==> src/rtl/codec_ctrl_target.sv <==
// -----------------------------------------------------------------------------
// codec_ctrl_target
//
// Serial control-port responder for the codec control interface. Receives
// 16-bit write frames (7-bit address, 9-bit data, MSB first) on the same
// spi_sck/spi_mosi/cs wires driven by the codec configurator, and applies
// them to a shadow register bank R0..R9 with the codec's register semantics.
// Address 0x0F resets the bank to defaults; other unmapped addresses are
// flagged with addr_err and leave the bank untouched.
//
// Optional feature macro: CODEC_LRBOTH_EN
//   defined   : a write to R0/R1 (or R2/R3) with data[8]=1 updates both
//               registers of the pair.
//   undefined : only the addressed register is written; bit 8 is stored.
//
// Parameters:
//   NUM_BITS    - frame length in SCK rising edges (frame accepted only at
//                 exactly this count)
//   SYNC_STAGES - synchronizer depth for spi_sck, spi_mosi and cs (>= 2)
//
// Ports:
//   clk        in   system clock, rising edge
//   resetn     in   asynchronous active-low reset
//   spi_sck    in   serial clock from initiator (async to clk)
//   spi_mosi   in   serial data, sampled on SCK rise
//   cs         in   latch strobe, rising edge commits the frame
//   rd_addr    in   [6:0] register read address
//   rd_data    out  [8:0] registered read data (unmapped reads 0)
//   wr_valid   out  one-cycle pulse per committed frame
//   wr_addr    out  [6:0] address of last committed frame
//   wr_data    out  [8:0] data of last committed frame
//   frame_err  out  one-cycle pulse: cs rise with bit count != NUM_BITS
//   addr_err   out  one-cycle pulse: committed frame to an unmapped address
//   active     out  R9[0]
//   master     out  R7[6]
//   iwl        out  [1:0] R7[3:2]
//   format     out  [1:0] R7[1:0]
//   sr         out  [3:0] R8[5:2]
//   outpd      out  R6[4]
// -----------------------------------------------------------------------------
module codec_ctrl_target #(
   parameter int NUM_BITS    = 16,
   parameter int SYNC_STAGES = 2
) (
   input  logic       clk,
   input  logic       resetn,
   input  logic       spi_sck,
   input  logic       spi_mosi,
   input  logic       cs,
   input  logic [6:0] rd_addr,
   output logic [8:0] rd_data,
   output logic       wr_valid,
   output logic [6:0] wr_addr,
   output logic [8:0] wr_data,
   output logic       frame_err,
   output logic       addr_err,
   output logic       active,
   output logic       master,
   output logic [1:0] iwl,
   output logic [1:0] format,
   output logic [3:0] sr,
   output logic       outpd
);

   localparam int NUM_REGS = 10;
   localparam int CNT_W    = $clog2(NUM_BITS + 2);
   localparam logic [CNT_W-1:0] CNT_FULL = CNT_W'(NUM_BITS);
   localparam logic [CNT_W-1:0] CNT_SAT  = CNT_W'(NUM_BITS + 1);
   localparam logic [6:0] ADDR_RESET = 7'h0F;

   typedef enum logic [1:0] {
      S_IDLE   = 2'd0,
      S_SHIFT  = 2'd1,
      S_COMMIT = 2'd2
   } state_t;

   // Power-on / soft-reset contents of the register bank.
   function automatic logic [8:0] reg_default(input int idx);
      case (idx)
         0:       reg_default = 9'h097;
         1:       reg_default = 9'h097;
         2:       reg_default = 9'h079;
         3:       reg_default = 9'h079;
         4:       reg_default = 9'h00A;
         5:       reg_default = 9'h008;
         6:       reg_default = 9'h09F;
         7:       reg_default = 9'h00A;
         default: reg_default = 9'h000;
      endcase
   endfunction

   function automatic logic is_mapped(input logic [6:0] addr);
      is_mapped = (addr < 7'(NUM_REGS)) || (addr == ADDR_RESET);
   endfunction

   logic [SYNC_STAGES-1:0] sck_sync, mosi_sync, cs_sync;
   logic                   sck_dly, cs_dly;
   logic                   sck_s, mosi_s, cs_s;
   logic                   sck_rise, cs_rise;

   state_t           state;
   logic [CNT_W-1:0] cnt;
   logic [CNT_W-1:0] cnt_upd;
   logic [15:0]      shift_reg;
   logic [15:0]      shift_nxt;

   logic [8:0] bank     [NUM_REGS];
   logic [8:0] bank_nxt [NUM_REGS];

   // ---- Pin synchronizers and edge detection ----
   always_ff @(posedge clk or negedge resetn) begin
      if (!resetn) begin
         sck_sync  <= '0;
         mosi_sync <= '0;
         cs_sync   <= '0;
         sck_dly   <= 1'b0;
         cs_dly    <= 1'b0;
      end else begin
         sck_sync  <= {sck_sync[SYNC_STAGES-2:0], spi_sck};
         mosi_sync <= {mosi_sync[SYNC_STAGES-2:0], spi_mosi};
         cs_sync   <= {cs_sync[SYNC_STAGES-2:0], cs};
         sck_dly   <= sck_s;
         cs_dly    <= cs_s;
      end
   end

   assign sck_s    = sck_sync[SYNC_STAGES-1];
   assign mosi_s   = mosi_sync[SYNC_STAGES-1];
   assign cs_s     = cs_sync[SYNC_STAGES-1];
   assign sck_rise = sck_s & ~sck_dly;
   assign cs_rise  = cs_s & ~cs_dly;

   // A same-cycle SCK rise is folded in before CS is evaluated, so the
   // commit decision and the captured frame both see the latest bit.
   always_comb begin
      shift_nxt = shift_reg;
      cnt_upd   = cnt;
      if (sck_rise) begin
         shift_nxt = {shift_reg[14:0], mosi_s};
         cnt_upd   = (cnt == CNT_SAT) ? cnt : cnt + CNT_W'(1);
      end
   end

   // ---- Frame FSM: shift, count, commit ----
   always_ff @(posedge clk or negedge resetn) begin
      if (!resetn) begin
         state     <= S_IDLE;
         cnt       <= '0;
         shift_reg <= '0;
         wr_valid  <= 1'b0;
         wr_addr   <= '0;
         wr_data   <= '0;
         frame_err <= 1'b0;
         addr_err  <= 1'b0;
      end else begin
         wr_valid  <= 1'b0;
         frame_err <= 1'b0;
         addr_err  <= 1'b0;
         shift_reg <= shift_nxt;

         case (state)
            S_IDLE, S_SHIFT: begin
               if (cs_rise) begin
                  cnt <= '0;
                  if (cnt_upd == CNT_FULL) begin
                     state    <= S_COMMIT;
                     wr_valid <= 1'b1;
                     wr_addr  <= shift_nxt[15:9];
                     wr_data  <= shift_nxt[8:0];
                     addr_err <= ~is_mapped(shift_nxt[15:9]);
                  end else begin
                     frame_err <= 1'b1;
                     state     <= S_IDLE;
                  end
               end else if (sck_rise) begin
                  cnt   <= cnt_upd;
                  state <= S_SHIFT;
               end
            end
            S_COMMIT: begin
               // An SCK rise here is the first bit of the next frame.
               if (cs_rise) begin
                  cnt       <= '0;
                  frame_err <= 1'b1;
                  state     <= S_IDLE;
               end else if (sck_rise) begin
                  cnt   <= CNT_W'(1);
                  state <= S_SHIFT;
               end else begin
                  cnt   <= '0;
                  state <= S_IDLE;
               end
            end
            default: begin
               cnt   <= '0;
               state <= S_IDLE;
            end
         endcase
      end
   end

   // ---- Register bank update (applied during COMMIT from the latched frame) ----
   always_comb begin
      for (int i = 0; i < NUM_REGS; i++) begin
         bank_nxt[i] = bank[i];
      end
      if (state == S_COMMIT) begin
         if (wr_addr == ADDR_RESET) begin
            for (int i = 0; i < NUM_REGS; i++) begin
               bank_nxt[i] = reg_default(i);
            end
         end else if (wr_addr < 7'(NUM_REGS)) begin
            bank_nxt[wr_addr[3:0]] = wr_data;
`ifdef CODEC_LRBOTH_EN
            if (wr_data[8]) begin
               if (wr_addr == 7'd0 || wr_addr == 7'd1) begin
                  bank_nxt[0] = wr_data;
                  bank_nxt[1] = wr_data;
               end
               if (wr_addr == 7'd2 || wr_addr == 7'd3) begin
                  bank_nxt[2] = wr_data;
                  bank_nxt[3] = wr_data;
               end
            end
`endif
         end
      end
   end

   always_ff @(posedge clk or negedge resetn) begin
      if (!resetn) begin
         for (int i = 0; i < NUM_REGS; i++) begin
            bank[i] <= reg_default(i);
         end
      end else begin
         for (int i = 0; i < NUM_REGS; i++) begin
            bank[i] <= bank_nxt[i];
         end
      end
   end

   // ---- Read port: reads the next-state bank so a write is visible with
   // the same latency as the bank itself ----
   always_ff @(posedge clk or negedge resetn) begin
      if (!resetn) begin
         rd_data <= '0;
      end else if (rd_addr < 7'(NUM_REGS)) begin
         rd_data <= bank_nxt[rd_addr[3:0]];
      end else begin
         rd_data <= '0;
      end
   end

   assign active = bank[9][0];
   assign master = bank[7][6];
   assign iwl    = bank[7][3:2];
   assign format = bank[7][1:0];
   assign sr     = bank[8][5:2];
   assign outpd  = bank[6][4];

endmodule

==> config.mk <==
export PLATFORM = sky130hd
export DESIGN_NAME = codec_ctrl_target
export DESIGN_NICKNAME = d
export VERILOG_FILES = /design/src/rtl/codec_ctrl_target.sv
export SDC_FILE = /design/constraint.sdc
export NUM_CORES = 1
export LEC_CHECK = 0
export CAP_MARGIN = 5
export CORE_UTILIZATION = 40
export CTS_CLUSTER_DIAMETER = 120
export DETAILED_ROUTE_END_ITERATION = 6
export PLACE_DENSITY = 0.69
export SLEW_MARGIN = 10
export SYNTH_ARGS = -nofsm -noshare
export SYNTH_HDL_FRONTEND = slang
export SYNTH_SLANG_ARGS = --single-unit
==> constraint.sdc <==
create_clock -name clk -period 5.3 [get_ports clk]
set_input_delay 0.53 -clock clk [delete_from_list [all_inputs] [get_ports clk]]
set_output_delay 0.53 -clock clk [all_outputs]
set_load 0.03 [all_outputs]
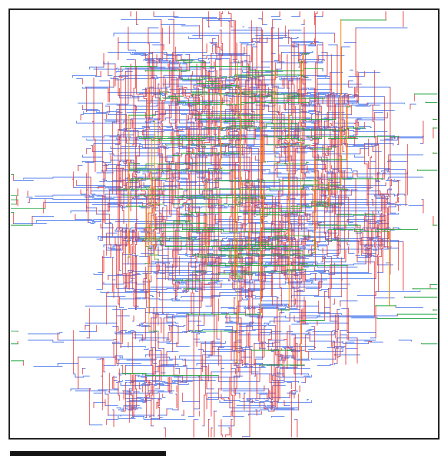
(images/metal_stack.png)
Scale bar: 50 um.
Key: red = met2 [wire length 8990 um]; blue = met1 [wire length 9250 um]; orange = met4 [wire length 791 um]; green = met3 [wire length 1860 um]
GRT Resource Usage Total: 23.78%
post-detailed-routing wire length: 20890 um

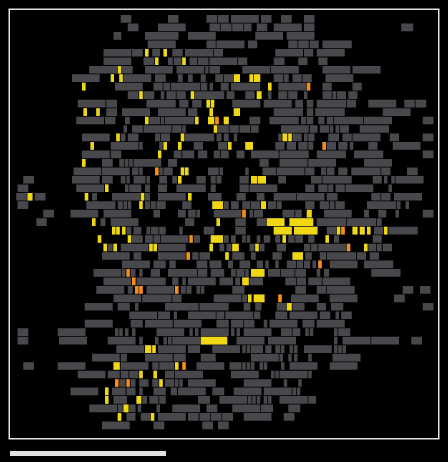
(images/gate_families.png)
Scale bar: 50 um.
Key: orange = inverters [cells 19]; yellow = NOR gates [cells 99]
logic share of the area: 38.17%
number of standard cells in the final layout excluding fillers: 974

==> out/summary.log <==
qor: finish.register_area 3767 um2
qor: final_timing.finalCritPeriodShare 60.74%
qor: outcome.outcome completed
qor: floorplanning.dieArea 18910 um2
qor: critical_path.endpoint_kind flip-flop
qor: synth.count_of_flip_flops_with_a_built_in_enable_after_synthesis 0
qor: power.vdd_drop_max 177.2 uV
qor: clocking.cts_tree yes
qor: finish.layout.area.top_class flip-flops and latches
qor: final_timing.fin_setup_tns 0 ps
qor: placement.dp_hpwl 13990 um
qor: clocking.postCtsHoldBufs 0
qor: clocking.post_cts.resized_instances 0
qor: finish.insertedDiodeCount 0
qor: critical_path.r2r_slack 2080 ps
qor: clocking.cts.clk_slew.worst_paths 60 ps
qor: critical_path.cp_cell_sequence nand4_2, nor3_2, nor2_1, o21a_1, a221oi_1, a311oi_1
qor: floorplanning.die_width 137.5 um
qor: synth.synthesis.instances 711
qor: finish.post_route_cells_drive_above_1_share 15.97%
qor: grt.antenna_violations_before_repair 0
qor: power.static-leakage-power 3.737 nW
qor: power.cellPowerDensity 299.0 nW/um2
qor: detailed_routing.routed-via-count 5945
qor: detailed_routing.dr.pass1.iters 6
qor: finish.final_common_cell sky130_fd_sc_hd__dfrtp_1
qor: critical_path.setup.worst_path.start wr_addr[1]
qor: synth.async_reset_ff_share 100.0%
qor: placement.numPortBuffers 50
qor: floorplanning.dieHeight 137.5 um
qor: synth.aoi_share 18.40%
qor: synth.ys_sh_simple 18.36%
qor: finish.logic_area 3249 um2
qor: clocking.clockBufferDepth 2
qor: finish.comb.multi_input.count 487
qor: clocking.cts-buffers-inserted 17
qor: finish.largest_register_ffs 79
qor: synth.avgSynthCellArea 10.33 um2
qor: final_timing.rsz0062_at_grt false
qor: floorplanning.design.portCount 51
qor: critical_path.path_class flip-flop to flip-flop
qor: critical_path.r2r-start wr_addr[1]
qor: finish.commonest_cells_after_routing_fill_and_taps_aside sky130_fd_sc_hd__dfrtp_1, sky130_fd_sc_hd__nand2_1, sky130_fd_sc_hd__nor2_1, sky130_fd_sc_hd__clkdlybuf4s50_1, sky130_fd_sc_hd__dfstp_2
qor: synth.ys_cells 711
qor: final_timing.worstMarginPinSlew 1105 ps
qor: synth.yosysUniqueCellTypes 81
qor: synth.post_synth_main_logic_family AND-OR/OR-AND gates
qor: clocking.late_pin_clk_latency 440 ps
qor: critical_path.reg2reg_depth 6
qor: final_timing.drv_slew 0
qor: finish.fin_nets 746
qor: synth.synth-main-ff-cell sky130_fd_sc_hd__dfrtp_1
qor: flow_run.stage_log_warnings 27
qor: critical_path.crit_path_required_time 5570 ps
qor: finish.bufs_w_o_clock 58
qor: finish.n_clock_buffer 21
qor: synth.ys_ff 149
qor: clocking.cts_max_level 4
qor: final_timing.max-slew-margin-rel 26.24%
qor: synth.yosys-mux-area-fraction 6.354%
qor: floorplanning.pre_place_util 40.89%
qor: grt.first_global_vias 5572
qor: finish.area_growth 15.89%
qor: synth.yosysChipArea 7345 um2
qor: critical_path.critical-path-slowest-cell sky130_fd_sc_hd__nor3_2
qor: critical_path.crit_path_max_fanout 25
qor: synth.post_synth_adder_cell_area 0.3407%
qor: finish.num-nonclk-inverters 19
qor: critical_path.reg2reg_to rd_data[5]
qor: final_timing.fin_skew 15.36 ps
qor: critical_path.arrival_time_of_the_worst_setup_path 3490 ps
qor: clocking.cts.root.buffer_cell sky130_fd_sc_hd__clkbuf_16
qor: clocking.clock_sink_count 149
qor: final_timing.hold_viol 0
qor: final_timing.finalSetupViolations 0
qor: critical_path.critPathBufInv 0
qor: critical_path.end_point_of_the_critical_path rd_data[5]
qor: placement.placement.setup.worst_slack 1886 ps
qor: synth.yosys_warnings 0
qor: clocking.post_cts_buffers 0
qor: final_timing.fin_ws 2081 ps
qor: critical_path.critical-path-max-stage-delay 830 ps
qor: flow_run.drv.max_cap_violation_count 0
qor: synth.synthXorXnorAreaFrac 0.7155%
qor: final_timing.max_freq 310.6 MHz
qor: critical_path.cp-start-kind flip-flop
qor: critical_path.crit_cells 6
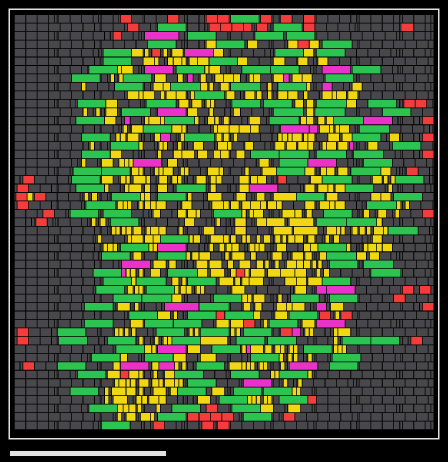
(images/cell_classes.png)
Scale bar: 50 um. Fill, decap, tap and diode cells in gray.
Key: magenta = clock drivers and dummy loads [cells 32]; green = flip-flops [cells 149]; red = other buffers and delay cells [cells 58]; yellow = all other logic [cells 506]
sequential fraction of total cell area: 44.26%
final standard cell area without fillers: 8512 um2
Core Region: 17960 um2
Cell Rows: 49
final core utilization: 47.38%

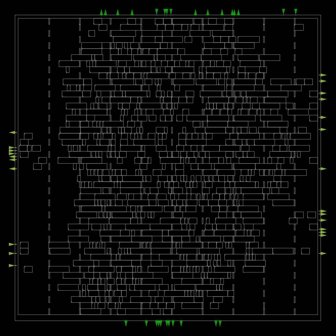
(images/final_placement.png)
Seq Cell Count: 149
number of tap cells added at floorplan: 229
count of fill cells added during filler insertion: 1636

[worst register-to-register path: stages, from the launching register on]
cell                       delay [ps]
sky130_fd_sc_hd__dfrtp_1          820
sky130_fd_sc_hd__nand4_2          650
sky130_fd_sc_hd__nor3_2           830
sky130_fd_sc_hd__nor2_1           190
sky130_fd_sc_hd__o21a_1           170
sky130_fd_sc_hd__a221oi_1         300
sky130_fd_sc_hd__a311oi_1         100
[where the power goes]
group / internal (W) / total, W / switching [W]
registers: 0.00117 / 0.00119 / 0.0000208
logic: 0.0000508 / 0.000159 / 0.000108
clock network: 0.000706 / 0.00119 / 0.000488
total: 0.00193 / 0.00254 / 0.000617
[layer usage]
layer  up-vias  track usage (%)  routed length, um
li1       2647                -                  -
met1      2932            34.47               9252
met2       303            33.70               8987
met3        63            4.820               1863
met4         0            11.29                791
met5         -                0                  0
[synthesized netlist by cell type (all sizes together), types with 15 or more instances]
library cell,instances,area [um2]
nor3,15,102.6
a22o,21,183.9
a21oi,23,115.1
nand3,19,95.09
buf,23,137.6
mux2,21,236.5
dfstp,31,814.5
nand2,103,386.6
o22a,23,201.4
mux2i,23,230.2
dfrtp,118,2953
nor2,68,262.8
inv,18,67.56
clkbuf,33,123.9
[stage by stage]
stage / hold WS [ps] / cell area (um2) / total power (W) / cells
after global routing: 246.3 / 8512 / 0.002628 / 974
after floorplan: 234.4 / 7345 / 0.001300 / 711
after global placement: 333.0 / 7936 / 0.001365 / 942
after CTS: 226.0 / 8512 / 0.002553 / 974
after detailed placement: 337.1 / 7936 / 0.001369 / 942
final: 169.6 / 8512 / 0.002545 / 974
Power is estimated from default activity; no workload was simulated.
